==> images/cell_classes.png <==
Fill, decap, tap and diode cells in gray.
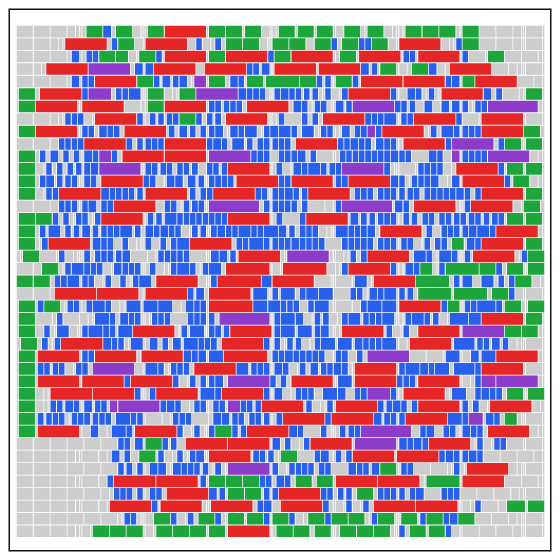
==> images/port_nets.png <==
The bar under the picture is 20 um long.
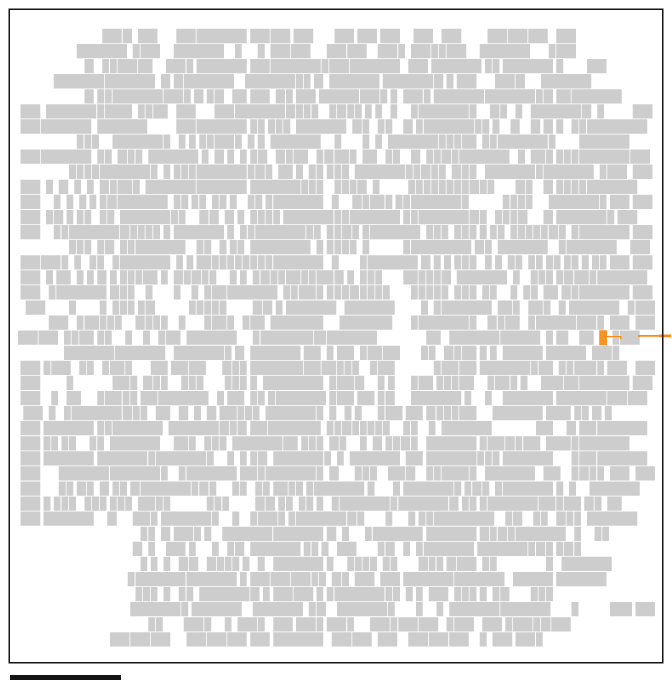
==> images/pdn.png <==
The bar under the picture is 20 um long. Pins as bars on the die edge. Tap cells in gray.
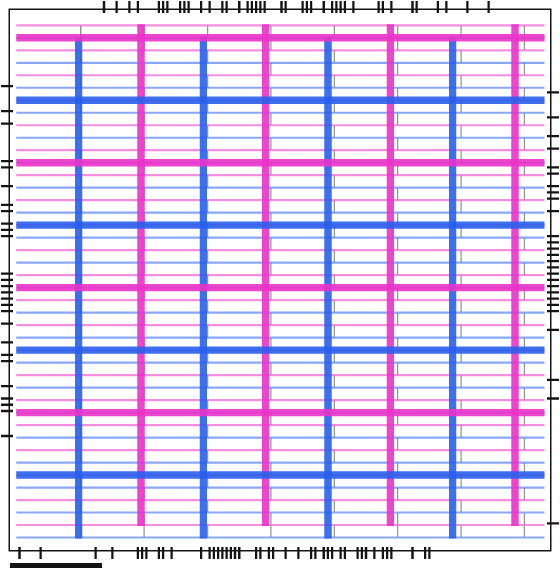
===== src/rtl/simeck_round_engine.sv =====
// rtl/simeck_round_engine.sv - Iterative Simeck32/64 core, one round per clock.
// Define SIMECK_DECRYPT_EN to add the round-key store and the decrypt path.
module simeck_round_engine #(
    parameter int N      = 16,
    parameter int ROUNDS = 32
) (
    input  logic           clk,
    input  logic           reset,
    input  logic           in_valid,
    output logic           in_ready,
    input  logic           mode,
    input  logic [2*N-1:0] data_in,
    input  logic [4*N-1:0] key_in,
    output logic           out_valid,
    input  logic           out_ready,
    output logic [2*N-1:0] data_out,
    output logic           busy
);
    if (N != 16) begin : g_bad_n
        $error("simeck_round_engine supports only N = 16");
    end

    localparam int            CW   = $clog2(ROUNDS);
    localparam logic [CW-1:0] LAST = CW'(ROUNDS - 1);
    localparam logic [N-1:0]  C    = {{(N-2){1'b1}}, 2'b00};

    typedef enum logic [2:0] {IDLE, RUN, DONE, EXPAND, DRUN} state_t;

    state_t        state, state_next;
    logic [N-1:0]  x1, x0, t0, t1, t2, t3;
    logic [CW-1:0] cnt;
    logic [4:0]    lfsr;
    logic [2*N-1:0] dout;
    logic          last;
    logic [N-1:0]  new_t3, enc_l;

    function automatic logic [N-1:0] f(input logic [N-1:0] x);
        return (x & {x[N-6:0], x[N-1:N-5]}) ^ {x[N-2:0], x[N-1]};
    endfunction

    assign last   = (cnt == LAST);
    assign new_t3 = t0 ^ f(t1) ^ C ^ {{(N-1){1'b0}}, lfsr[0]};
    assign enc_l  = x0 ^ f(x1) ^ t0;

`ifdef SIMECK_DECRYPT_EN
    logic [N-1:0] ks [ROUNDS];
    logic [N-1:0] dec_r;
    // Inverse rounds walk the stored schedule from the last key back to k_0.
    assign dec_r = x1 ^ f(x0) ^ ks[LAST - cnt];
`else
    logic mode_unused;
    assign mode_unused = mode;
`endif

    always_ff @(posedge clk or negedge reset) begin
        if (!reset) state <= IDLE;
        else        state <= state_next;
    end

    always_comb begin
        state_next = state;
        case (state)
            IDLE: if (in_valid) begin
`ifdef SIMECK_DECRYPT_EN
                state_next = mode ? EXPAND : RUN;
`else
                state_next = RUN;
`endif
            end
            RUN:  if (last) state_next = DONE;
`ifdef SIMECK_DECRYPT_EN
            EXPAND: if (last) state_next = DRUN;
            DRUN:   if (last) state_next = DONE;
`endif
            DONE: if (out_ready) state_next = IDLE;
            default: state_next = IDLE;
        endcase
    end

    always_comb begin
        in_ready  = (state == IDLE);
        busy      = (state != IDLE);
        out_valid = (state == DONE);
        data_out  = dout;
    end

    always_ff @(posedge clk or negedge reset) begin
        if (!reset) begin
            x1   <= '0;
            x0   <= '0;
            t0   <= '0;
            t1   <= '0;
            t2   <= '0;
            t3   <= '0;
            cnt  <= '0;
            lfsr <= 5'b11111;
            dout <= '0;
`ifdef SIMECK_DECRYPT_EN
            for (int i = 0; i < ROUNDS; i++) ks[i] <= '0;
`endif
        end else begin
            case (state)
                IDLE: if (in_valid) begin
                    {x1, x0}         <= data_in;
                    {t3, t2, t1, t0} <= key_in;
                    cnt              <= '0;
                    lfsr             <= 5'b11111;
                end
                RUN: begin
                    x1   <= enc_l;
                    x0   <= x1;
                    t0   <= t1;
                    t1   <= t2;
                    t2   <= t3;
                    t3   <= new_t3;
                    cnt  <= cnt + CW'(1);
                    lfsr <= {lfsr[2] ^ lfsr[0], lfsr[4:1]};
                    if (last) dout <= {enc_l, x1};
                end
`ifdef SIMECK_DECRYPT_EN
                EXPAND: begin
                    ks[cnt] <= t0;
                    t0      <= t1;
                    t1      <= t2;
                    t2      <= t3;
                    t3      <= new_t3;
                    cnt     <= cnt + CW'(1);
                    lfsr    <= {lfsr[2] ^ lfsr[0], lfsr[4:1]};
                end
                DRUN: begin
                    x1  <= x0;
                    x0  <= dec_r;
                    cnt <= cnt + CW'(1);
                    if (last) dout <= {x0, dec_r};
                end
`endif
                default: ;
            endcase
        end
    end
endmodule


===== config.mk =====
export PLATFORM = sky130hd
export DESIGN_NAME = simeck_round_engine
export DESIGN_NICKNAME = d
export VERILOG_FILES = /design/src/rtl/simeck_round_engine.sv
export SDC_FILE = /design/constraint.sdc
export NUM_CORES = 1
export LEC_CHECK = 0
export ABC_AREA = 1
export CAP_MARGIN = 20
export CORE_UTILIZATION = 57
export CTS_BUF_LIST = sky130_fd_sc_hd__clkbuf_4 sky130_fd_sc_hd__clkbuf_8 sky130_fd_sc_hd__clkbuf_16
export DETAILED_ROUTE_END_ITERATION = 6
export GPL_TIMING_DRIVEN = 1
export HOLD_SLACK_MARGIN = 0.12
export PLACE_DENSITY = 0.86
export SLEW_MARGIN = 20
export SYNTH_ARGS = -nofsm -noshare
export SYNTH_HDL_FRONTEND = slang
export SYNTH_SLANG_ARGS = --single-unit

===== constraint.sdc =====
create_clock -name clk -period 2.3 [get_ports clk]
set_input_delay 0.46 -clock clk [delete_from_list [all_inputs] [get_ports clk]]
set_output_delay 0.46 -clock clk [all_outputs]
set_load 0.01 [all_outputs]

==> flow_summary.ini <==
; flow metrics
[run_status]
status = finished, final reports clean

[sta]
setup_ws_ns = 0.220
setup_viol = 0
fin_skew_ns = 0.00647

[routing]
route.met2.wl_um = 10500
viasPerCell = 5.29
antenna_left = 0
routed_wl_um = 20500

[yosys]
syn_area_sq_um = 7610
synthTopCellsByArea = dfrtp_1 44%, nand2_1 28%, nand3_1 5.5%

[power]
fin_total_pwr_uw = 14100

[global_route]
track_usage_pct = 31.8
met1_usage_pct = 39.0
grt_max_degree = 71

[setup_path]
path_buffers = 1
cp_cell_sequence = nor2_1 -> clkdlybuf4s50_1
r2r-start = cnt[0]$_DFFE_PN0P_
slowest_stage = clkdlybuf4s50_1
endpoint = in_ready

[finish]
finalNonFillerCells = 1370
largest_cell_class = registers
final_common_cell = nand2_1
lay_top_cells = 570 x nand2_1, 135 x dfrtp_1, 133 x clkdlybuf4s50_1

[clock_network]
cts_buffers = 17
Notes on cell_classes.png above:
legend:
  blue:
    class: all other logic
    cells: 879
    share_of_their_area: 40%
  purple:
    class: clock drivers and dummy loads
    cells: 32
    share_of_their_area: 6.9%
  green:
    class: other buffers and delay cells
    cells: 147
    share_of_their_area: 16%
  red:
    class: flip-flops
    cells: 140
    share_of_their_area: 37%

Notes on port_nets.png above:
legend:
  orange:
    port: `out_valid`
    direction: output
    edge: east
    end_cells: 1
    buffers: 1
    wire: 7.60 um

Notes on pdn.png above:
legend:
  magenta:
    net: VDD
  blue:
    net: VSS
met5 straps: 8
signal pins: 136
tap cells: 172

